<file path="config.mk">
export PLATFORM = sky130hd
export DESIGN_NAME = multi_stopwatch
export DESIGN_NICKNAME = d
export VERILOG_FILES = /design/src/rtl/stopwatch_pkg.sv /design/src/rtl/sw_channel.sv /design/src/rtl/multi_stopwatch.sv
export SDC_FILE = /design/constraint.sdc
export NUM_CORES = 1
export LEC_CHECK = 0
export CAP_MARGIN = 30
export CORE_MARGIN = 2
export CORE_UTILIZATION = 55
export DETAILED_ROUTE_END_ITERATION = 7
export PLACE_DENSITY = 0.71
export SLEW_MARGIN = 20
export SYNTH_ARGS = -nofsm -noshare
export SYNTH_HDL_FRONTEND = slang
export SYNTH_SLANG_ARGS = --single-unit
</file>
<file path="constraint.sdc">
create_clock -name clk -period 6.8 [get_ports clk]
set_clock_uncertainty 0.05 [all_clocks]
set_input_delay 2.04 -clock clk [delete_from_list [all_inputs] [get_ports clk]]
set_output_delay 2.04 -clock clk [all_outputs]
set_load 0.05 [all_outputs]
</file>
<file path="src/rtl/stopwatch_pkg.sv">
// Shared types, constants and the 4-digit BCD increment helper for the
// multi-channel stopwatch.
package stopwatch_pkg;

    typedef enum logic [2:0] {
        SwIdle,
        SwRun,
        SwPause,
        SwRunSplit,
        SwPauseSplit
    } sw_state_t;

    typedef logic [3:0] bcd_digit_t;

    localparam logic [15:0] BCD_MAX = 16'h9999;

    typedef struct packed {
        logic        wrap;
        logic [15:0] value;
    } bcd4_inc_t;

    // Ripple a +1 through four BCD digits; wrap is set when 9999 rolls over to 0000.
    function automatic bcd4_inc_t bcd4_inc(input logic [15:0] v);
        bcd4_inc_t  r;
        logic       carry;
        bcd_digit_t digit;
        carry = 1'b1;
        r     = '0;
        for (int i = 0; i < 4; i++) begin
            digit = v[i*4 +: 4];
            if (carry) begin
                if (digit == 4'd9) begin
                    r.value[i*4 +: 4] = 4'd0;
                end else begin
                    r.value[i*4 +: 4] = digit + 4'd1;
                    carry             = 1'b0;
                end
            end else begin
                r.value[i*4 +: 4] = digit;
            end
        end
        r.wrap = carry;
        return r;
    endfunction

endpackage

</file>
<file path="src/rtl/sw_channel.sv">
// One stopwatch channel: run/pause/split FSM, BCD counter and split register.
// Commands arriving here are already qualified by the channel selection.
module sw_channel
    import stopwatch_pkg::*;
(
    input  logic        clk_i,
    input  logic        reset_i,
    input  logic        tick_i,
    input  logic        trig_i,
    input  logic        split_i,
    input  logic        clear_i,
    output logic [15:0] count_o,
    output logic [15:0] split_reg_o,
    output logic        running_o,
    output logic        split_active_o
);

    sw_state_t   state_q, state_d;
    logic [15:0] count_q, count_d;
    logic [15:0] split_q, split_d;
    logic        running_q, split_act_q;
    bcd4_inc_t   inc;

    always_comb begin
        state_d = state_q;
        count_d = count_q;
        split_d = split_q;
        inc     = bcd4_inc(count_q);

        // Increment depends on the state held during this cycle, not the next one.
        if (tick_i && (state_q == SwRun || state_q == SwRunSplit)) begin
`ifdef STOPWATCH_SATURATE_EN
            count_d = inc.wrap ? BCD_MAX : inc.value;
`else
            count_d = inc.wrap ? 16'h0000 : inc.value;
`endif
        end

        if (clear_i) begin
            state_d = SwIdle;
            count_d = '0;
            split_d = '0;
        end else if (trig_i) begin
            unique case (state_q)
                SwIdle:       state_d = SwRun;
                SwRun:        state_d = SwPause;
                SwPause:      state_d = SwRun;
                SwRunSplit:   state_d = SwPauseSplit;
                SwPauseSplit: state_d = SwRunSplit;
                default:      state_d = SwIdle;
            endcase
        end else if (split_i) begin
            unique case (state_q)
                SwRun: begin
                    state_d = SwRunSplit;
                    split_d = count_q;
                end
                SwRunSplit:   state_d = SwRun;
                SwPauseSplit: state_d = SwPause;
                default:      state_d = state_q;
            endcase
        end
    end

    always_ff @(posedge clk_i) begin
        if (reset_i) begin
            state_q     <= SwIdle;
            count_q     <= '0;
            split_q     <= '0;
            running_q   <= 1'b0;
            split_act_q <= 1'b0;
        end else begin
            state_q     <= state_d;
            count_q     <= count_d;
            split_q     <= split_d;
            running_q   <= (state_d == SwRun) || (state_d == SwRunSplit);
            split_act_q <= (state_d == SwRunSplit) || (state_d == SwPauseSplit);
        end
    end

    assign count_o        = count_q;
    assign split_reg_o    = split_q;
    assign running_o      = running_q;
    assign split_active_o = split_act_q;

endmodule

</file>
<file path="src/rtl/multi_stopwatch.sv">
// N_CH stopwatches sharing one prescaler, with channel selection and display mux.
// Define STOPWATCH_SATURATE_EN to make channels hold at 999.9 instead of wrapping.
module multi_stopwatch
    import stopwatch_pkg::*;
#(
    parameter int unsigned N_CH     = 4,
    parameter int unsigned TICK_DIV = 10_000_000,
    parameter int unsigned SEL_W    = $clog2(N_CH)
) (
    input  logic             clk,
    input  logic             reset,
    input  logic             trig,
    input  logic             split,
    input  logic             clear,
    input  logic             toggle,
    output logic [SEL_W-1:0] sel,
    output logic [15:0]      time_reading,
    output logic [N_CH-1:0]  running,
    output logic [N_CH-1:0]  split_active
);

    localparam int unsigned PW = (TICK_DIV > 1) ? $clog2(TICK_DIV) : 1;
    localparam logic [PW-1:0] PresLast = PW'(TICK_DIV - 1);
    localparam logic [SEL_W-1:0] SelLast = SEL_W'(N_CH - 1);

    logic [PW-1:0]    presc_q, presc_d;
    logic [SEL_W-1:0] sel_q, sel_d;
    logic             tick;
    logic [15:0]      counts     [N_CH];
    logic [15:0]      split_regs [N_CH];

    assign tick = (presc_q == PresLast);

    always_comb begin
        presc_d = tick ? '0 : presc_q + PW'(1);
        sel_d   = sel_q;
        if (toggle) begin
            sel_d = (sel_q == SelLast) ? '0 : sel_q + SEL_W'(1);
        end
    end

    always_ff @(posedge clk) begin
        if (reset) begin
            presc_q <= '0;
            sel_q   <= '0;
        end else begin
            presc_q <= presc_d;
            sel_q   <= sel_d;
        end
    end

    // Commands are steered by the pre-toggle selection.
    for (genvar i = 0; i < N_CH; i++) begin : g_ch
        logic hit;
        assign hit = (sel_q == SEL_W'(i));

        sw_channel u_ch (
            .clk_i          (clk),
            .reset_i        (reset),
            .tick_i         (tick),
            .trig_i         (trig & hit),
            .split_i        (split & hit),
            .clear_i        (clear & hit),
            .count_o        (counts[i]),
            .split_reg_o    (split_regs[i]),
            .running_o      (running[i]),
            .split_active_o (split_active[i])
        );
    end

    always_comb begin
        time_reading = split_active[sel_q] ? split_regs[sel_q] : counts[sel_q];
    end

    assign sel = sel_q;

endmodule
</file>
==> flow_metrics.py, run 1 <==
# Physical implementation metrics
metrics = {
    "die": {
        "chipArea_sq_um": 17780,
        "io_pins": 32,
        "floorplan.die.height_um": 133.3,
        "tap_cells": 220,
        "initial_core_util_pct": 55.87,
        "fp.dieW_um": 133.3,
        "rows": 47,
        "design.core.area_sq_um": 16470,
    },
    "global_route": {
        "grt-ovfl-total": 0,
        "use_met3_pct": 5.365,
        "grt_pass1_wl_um": 34730,
        "grt_use_met1_pct": 34.11,
        "grt_max_degree": 35,
        "met2_usage_pct": 38.49,
        "antenna_found_initial": 0,
        "grt_busiest_layer": "met2",
        "grt_pass1_vias": 6625,
    },
    "worst_setup_path": {
        "cp_data_arrival_time_ns": 3.10,
        "cpMaxStageDelayCell": "clkdlybuf4s50_1",
        "cp_num_buf_inv": 3,
        "cp-start-kind": "register",
        "path_cells": "mux2i_2 > buf_4 > mux2i_1 > mux4_2 > inv_1 > clkdlybuf4s50_1",
        "crit_type": "register to primary output",
        "cp_top_family": "buffers and inverters",
        "critPathRequiredTime_ns": 4.71,
        "critPathLaunch": "sel[0]$_SDFFE_PP0P_",
        "timing.rr.start": "presc_q[0]$_SDFF_PP0_",
        "max_stage_delay_ns": 0.81,
        "setup.worst_path.end_class": "primary output",
        "critical_path.max_fanout": 16,
    },
    "timing": {
        "fmax_mhz": 192.6,
        "slew_viol_final": 0,
        "hold_ws_ns": 0.4000,
        "rsz0062_at_grt": "no",
        "finalSetupViolations": 0,
        "finalClockPeriodUsage_pct": 76.34,
        "tns_ns": 0,
        "slew_headroom_pct": 36.03,
        "final-hold-violation-count": 0,
        "layout_min_cycle_time_ns": 5.191,
        "tightest_slew_ns": 0.9462,
    },
    "synth": {
        "ys_warn_count": 0,
        "fp_nets": 1070,
        "synth.distinct_cells": 57,
        "ys.flops": 174,
        "avgSynthCellArea_sq_um": 8.957,
        "synth_seq_share_pct": 37.87,
        "synth_cells": 1027,
        "synth_chip_area_sq_um": 9199,
        "ff_type": "dfxtp_1",
        "async_reset_ff_share_pct": 0,
        "netlist_area_sq_um": 9199,
        "edf_count": 0,
        "ys_cells": 1027,
    },
    "cells_and_area": {
        "clkbuf_count": 17,
        "comb_area_share_pct": 51.27,
        "nNetsFinal": 1074,
        "antenna_cells": 0,
        "inv_count": 49,
        "drive_above_1_share_pct": 8.525,
        "area_delta_synth_final_pct": 11.90,
        "final_common_cell": "dfxtp_1",
        "finalNonFillerCells": 1264,
        "finish.instance_area_sq_um": 10290,
        "buf_share_pct": 4.023,
        "largestClassByArea": "combinational gates",
        "layout.area.comb_sq_um": 5278,
        "logic_gate_count": 744,
        "layout_top_cells": "dfxtp_1, nor2_1, mux2i_1",
        "clk_share_pct": 6.406,
        "flop-count": 174,
        "num-fill-cells": 1446,
        "seq_share_pct": 33.84,
        "regArea_sq_um": 3483,
        "n_all_buffers": 45,
    },
    "cts": {
        "cts_root_buffer": "clkbuf_16",
        "clock_path_buffers": 2,
        "ctsHoldBuffers": 0,
        "clock-sinks": 174,
        "cts_resized": 0,
        "cts_made_buffers": 17,
        "post_cts_buffers": 0,
        "htreeDepth": 4,
        "clk_pin_slew_worst_paths_ns": 0.07,
        "tritoncts": "yes",
    },
    "place": {
        "numPortBuffers": 31,
        "numPlacedInstances": 1230,
        "dp_hpwl_um": 14900,
        "placed_area_sq_um": 9624,
        "routabilityCongestion": 0.8473,
    },
    "drt": {
        "wl_met3_um": 889,
        "drc": 0,
        "m1WireLength_um": 10340,
        "viasPerCell": 5.786,
        "drt_iter0_markers": 458,
        "antenna_violating_nets_post_route": 0,
        "route.met2.wl_um": 9661,
        "dr.pass1.iters": 5,
        "top_layer": "met4",
    },
    "worst_hold_path": {
        "min_path_type": "register to register",
        "hold_path.startpoint": "presc_q[0]$_SDFF_PP0_",
    },
    "power_and_ir_drop": {
        "powerDensity_nw_per_um2": 214.6,
        "p_leak_nw": 4.197,
        "max-vdd-ir-drop_mv": 0.1807,
    },
    "job": {
        "cap_violations": 0,
        "warnings": 45,
    },
    "status": {
        "status": "finished clean",
    },
}
## run 1: where the power goes
part	leakage (nW)	switching, mW	internal, mW
clock	0.323	0.427	0.659
sequential	1.40	0.00551	1.02
combinational	2.47	0.0636	0.0301
## run 1: stage by stage
stage          power [mW]  setup slack, ns  utilization [%]
2_1_floorplan       1.122            1.924                -
3_3_place_gp        1.145            2.119            58.38
3_5_place_dp        1.145            2.088            58.45
4_1_cts             2.226            1.614            62.45
5_1_grt             2.277            1.521            62.52
6_report            2.209            1.609            62.52
## run 1: cell usage after synthesis, types with 22 or more instances
cell type,instances,area share (%)
dfxtp_1,174,38
nor2_1,143,5.8
nor2b_1,22,1.5
clkbuf_1,42,1.7
nand3_1,26,1.4
ha_1,37,5.0
o21ai_0,30,1.6
or3_1,29,2.0
a21oi_1,63,3.4
nand2_1,46,1.9
inv_1,47,1.9
mux2i_1,129,14
## run 1: cell families (layout without fill, tap and decap cells)
group,after synthesis,after routing,synth area share (%)
fa+ha+maj,37,37,5.033
compound gates,144,144,9.562
flops,174,174,37.87
xor+xnor,29,29,2.761
mux,145,145,17.95
buf+inv,109,126,4.842
simple gates,389,389,21.98
## run 1: state kept, by name (all words and copies together), names as in the netlist
name                      count
g_ch.u_ch.count_o            64
g_ch.u_ch.running_o           4
g_ch.u_ch.split_active_o      4
g_ch.u_ch.split_reg_o        64
g_ch.u_ch.state_q            12
presc_q                      24
sel                           2
## run 1: final timing paths
check | endpoint | slack, ns | cells after the start
max | time_reading[5] | 1.61 | 6
min | presc_q[0]$_SDFF_PP0_ | 0.40 | 1
max reg2reg | g_ch[0].u_ch.count_o[8]$_SDFFE_PP0P_ | 3.57 | 6
min reg2reg | presc_q[0]$_SDFF_PP0_ | 0.40 | 1
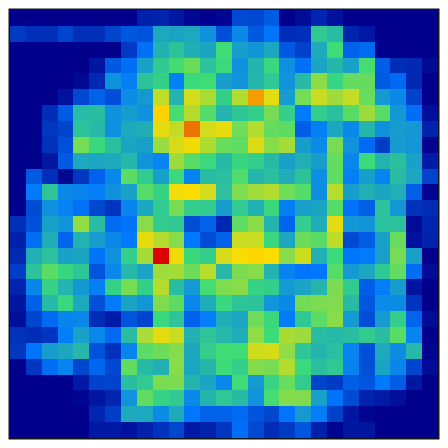
**Above:** run 1 (signal metal coverage by tile).
The die is cut into 27 by 27 equal tiles; dark blue is low, red is high, scaled to the fullest tile. Values are wire area over tile area, all layers added.
- mean over tiles: 0.19
- tiles over half the peak: 19%
- nearly empty tiles: 14%
- emptiest ninth of the die: top left
- densest ninth of the die: middle
- fullest tile: 0.61
Vias: 7313
per-cell routed wire length: 16.82 um
final wirelength: 21260 um
GRT Total Usage: 24.47%

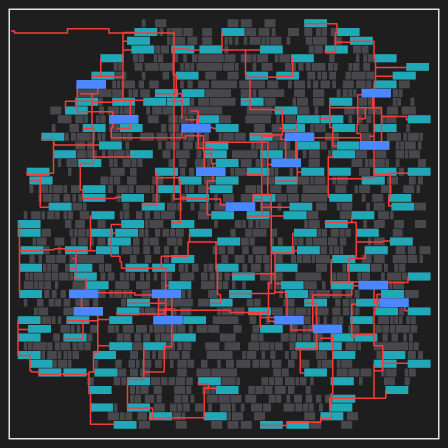
**Above:** run 1 (clock network drawn from the DEF).
- blue: clock-net drivers (count 17)
- cyan: flip-flops (count 174)
- red: clock wires (length 2080 um)
- flops lie: all over the die
- routed clock nets: 18
clock network power: 1.09 mW
clk_lat worst skew: 0.43 ns
Clk network pwr share: 49.2%

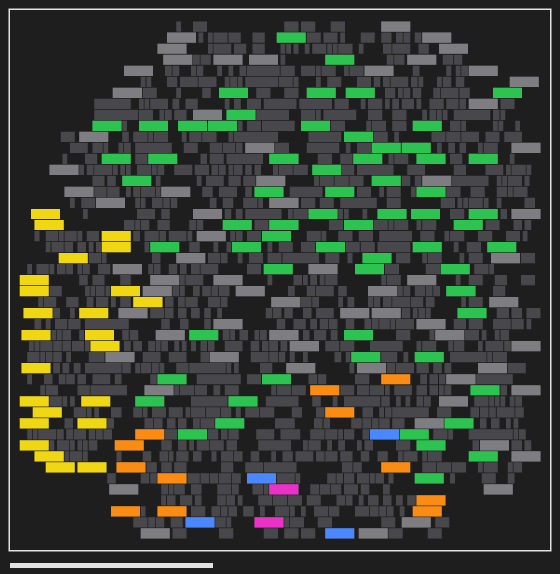
**Above:** run 1 (register map, names as in the netlist).
Bar = 50 um. Other sequential cells in the stronger gray, the rest of the logic in the fainter gray.
- magenta: `sel` (placed flops 2)
- blue: `g_ch.u_ch.split_active_o` (placed flops 4; where bottom middle)
- green: `g_ch.u_ch.split_reg_o` (placed flops 64)
- orange: `g_ch.u_ch.state_q` (placed flops 12)
- yellow: `presc_q` (placed flops 24)
- not colored: 68

**Run 1: cell sizes after repair**

Bar = 50 um.
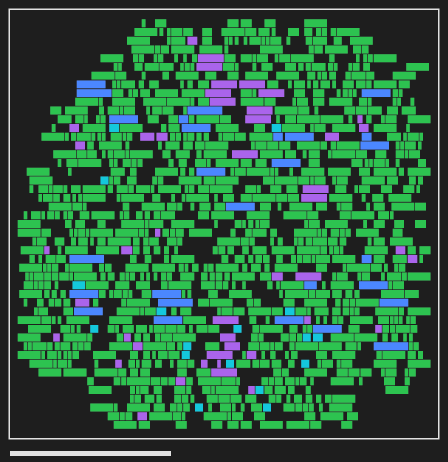

==> run 2, diff against run 1 <==
Settings changed: PLACE_DENSITY 0.71 to 0.74.
Clock period 6.8 ns to 4.6 ns, I/O delays scaled along.
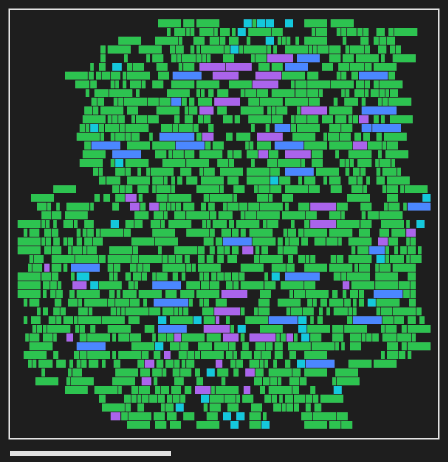
**Above:** run 2 (cell sizes after repair).
Bar = 50 um.
- purple: x2 (cells 43; share 4.1%)
- blue: x6 and larger (cells 28; share 2.7%)
- cyan: x3 and x4 (cells 35; share 3.3%)
- green: x1 and smaller (cells 940; share 90%)

==> flow_metrics.py, run 2 <==
# Physical implementation metrics
metrics = {
    "power_and_ir_drop": {
        "max-vdd-ir-drop_mv": 0.2705,
        "p_leak_nw": 4.220,
        "powerDensity_nw_per_um2": 311.9,
        "total_power_mw": 3.208,
    },
    "cells_and_area": {
        "layout_top_cells": "dfxtp_1, nor2_1, mux2i_1",
        "post-route-util_pct": 62.47,
        "area_delta_synth_final_pct": 11.82,
        "final_common_cell": "dfxtp_1",
        "finalNonFillerCells": 1266,
        "nNetsFinal": 1076,
        "drive_above_1_share_pct": 10.13,
        "antenna_cells": 0,
    },
    "die": {
        "fp.dieW_um": 133.3,
        "initial_core_util_pct": 55.87,
        "rows": 47,
        "chipArea_sq_um": 17780,
        "floorplan.die.height_um": 133.3,
    },
    "cts": {
        "cts_root_buffer": "clkbuf_16",
        "clk_pin_slew_worst_paths_ns": 0.06,
        "htreeDepth": 4,
        "cts_made_buffers": 17,
        "clock-sinks": 174,
        "clock_path_buffers": 2,
        "ctsHoldBuffers": 0,
    },
    "global_route": {
        "antenna_found_initial": 0,
        "grt-ovfl-total": 0,
        "grt_usage_pct": 23.66,
        "grt_pass1_wl_um": 33800,
        "grt_max_degree": 33,
    },
    "synth": {
        "synthTopCellsByCount": "dfxtp_1, nor2_1, mux2i_1, a21oi_1, inv_1",
        "synth_top_cell_by_count": "dfxtp_1",
        "edf_count": 0,
        "ys_cells": 1027,
        "avgSynthCellArea_sq_um": 8.957,
        "synth_chip_area_sq_um": 9199,
        "ys_warn_count": 0,
        "synth_seq_share_pct": 37.87,
        "fp_nets": 1070,
        "netlist_area_sq_um": 9199,
        "synthTopCellsByArea": "dfxtp_1, mux2i_1, nor2_1, ha_1, mux4_2",
    },
    "worst_setup_path": {
        "cp_num_buf_inv": 3,
        "reg2reg_depth": 5,
        "timing.rr.start": "sel[0]$_SDFFE_PP0P_",
        "crit_type": "register to primary output",
        "cp-start-kind": "register",
        "max_stage_delay_ns": 0.54,
        "crit_cells": 6,
        "critPathLaunch": "sel[0]$_SDFFE_PP0P_",
        "setup.worst_path.end_class": "primary output",
        "cp_top_family": "multiplexers",
        "cpMaxStageDelayCell": "dfxtp_1",
    },
    "place": {
        "numPlacedInstances": 1233,
        "routabilityCongestion": 0.8487,
        "numPortBuffers": 31,
        "pre_cts_slack_ns": 0.9434,
    },
    "timing": {
        "final-hold-violation-count": 0,
        "slew_viol_final": 0,
        "tightest_slew_ns": 0.8608,
        "fmax_mhz": 254.7,
        "layout_min_cycle_time_ns": 3.927,
        "finalSetupViolations": 0,
        "hold_ws_ns": 0.3967,
    },
    "drt": {
        "drt_iter0_markers": 416,
        "antenna_violating_nets_post_route": 0,
        "drc": 0,
        "dr_total_vias": 7309,
        "dr.pass1.iters": 5,
    },
    "status": {
        "status": "finished clean",
    },
    "worst_hold_path": {
        "hold_path.startpoint": "presc_q[0]$_SDFF_PP0_",
        "min_path_type": "register to register",
    },
    "job": {
        "cap_violations": 0,
    },
}
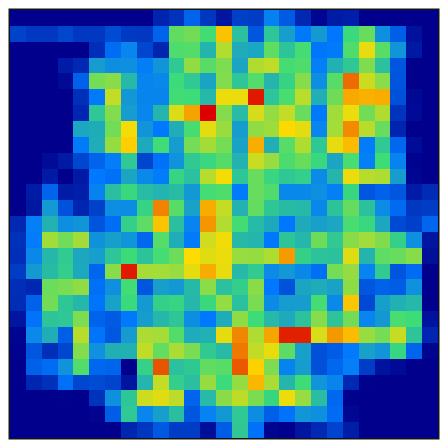
**Above:** run 2 (signal metal coverage by tile).
The die is cut into 27 by 27 equal tiles; dark blue is low, red is high, scaled to the fullest tile. Values are wire area over tile area, all layers added.
- fullest tile: 0.53
- emptiest ninth of the die: top left
- tiles over half the peak: 28%

run 2: final cells by class:
| cell class | instances | area [sq um] | share of cell area [%] |
|---|---|---|---|
| Tap cell | 220 | 275.3 | 2.676 |
| Timing Repair Buffer | 47 | 425.4 | 4.136 |
| Multi-Input combinational cell | 744 | 5278 | 51.31 |
| Clock inverter | 12 | 183.9 | 1.788 |
| Sequential cell | 174 | 3483 | 33.86 |
| Inverter | 49 | 183.9 | 1.788 |
| Clock buffer | 20 | 456.7 | 4.440 |
run 2: worst min-delay path by stage:
stage                     cells past startpoint                     to  slack [ns]
after CTS                                     1  presc_q[0]$_SDFF_PP0_        0.41
after detailed placement                      1  presc_q[0]$_SDFF_PP0_        0.39
after global routing                          1  presc_q[0]$_SDFF_PP0_        0.42
final                                         1  presc_q[0]$_SDFF_PP0_        0.40
after global placement                        1  presc_q[0]$_SDFF_PP0_        0.38
after floorplan                               1  presc_q[0]$_SDFF_PP0_        0.37
run 2: report_power, final:
group	switching [mW]	internal [mW]	leakage (nW)	total, mW
clock	0.607	0.942	0.296	1.55
combinational	0.0923	0.0457	2.52	0.138
sequential	0.00828	1.51	1.40	1.52
total	0.708	2.50	4.22	3.21
run 2: routing by layer:
metal / GRT usage, % / vias to the layer above / routed length, um
met2: 38.32 / 130 / 9597
met1: 31.97 / 3515 / 9584
met3: 4.680 / 20 / 810
met5: 0 / - / 0
met4: 7.565 / 0 / 311
li1: - / 3644 / -
run 2: kinds of logic after synthesis:
logic type | after synthesis | share of synthesized area [%]
buffers and inverters | 109 | 4.842
AND-OR/OR-AND | 144 | 9.562
XOR/XNOR | 29 | 2.761
adder cells (fa/ha/maj) | 37 | 5.033
flip-flops | 174 | 37.87
multiplexers | 145 | 17.95
AND/OR/NAND/NOR | 389 | 21.98
Power is estimated from default activity; no workload was simulated.
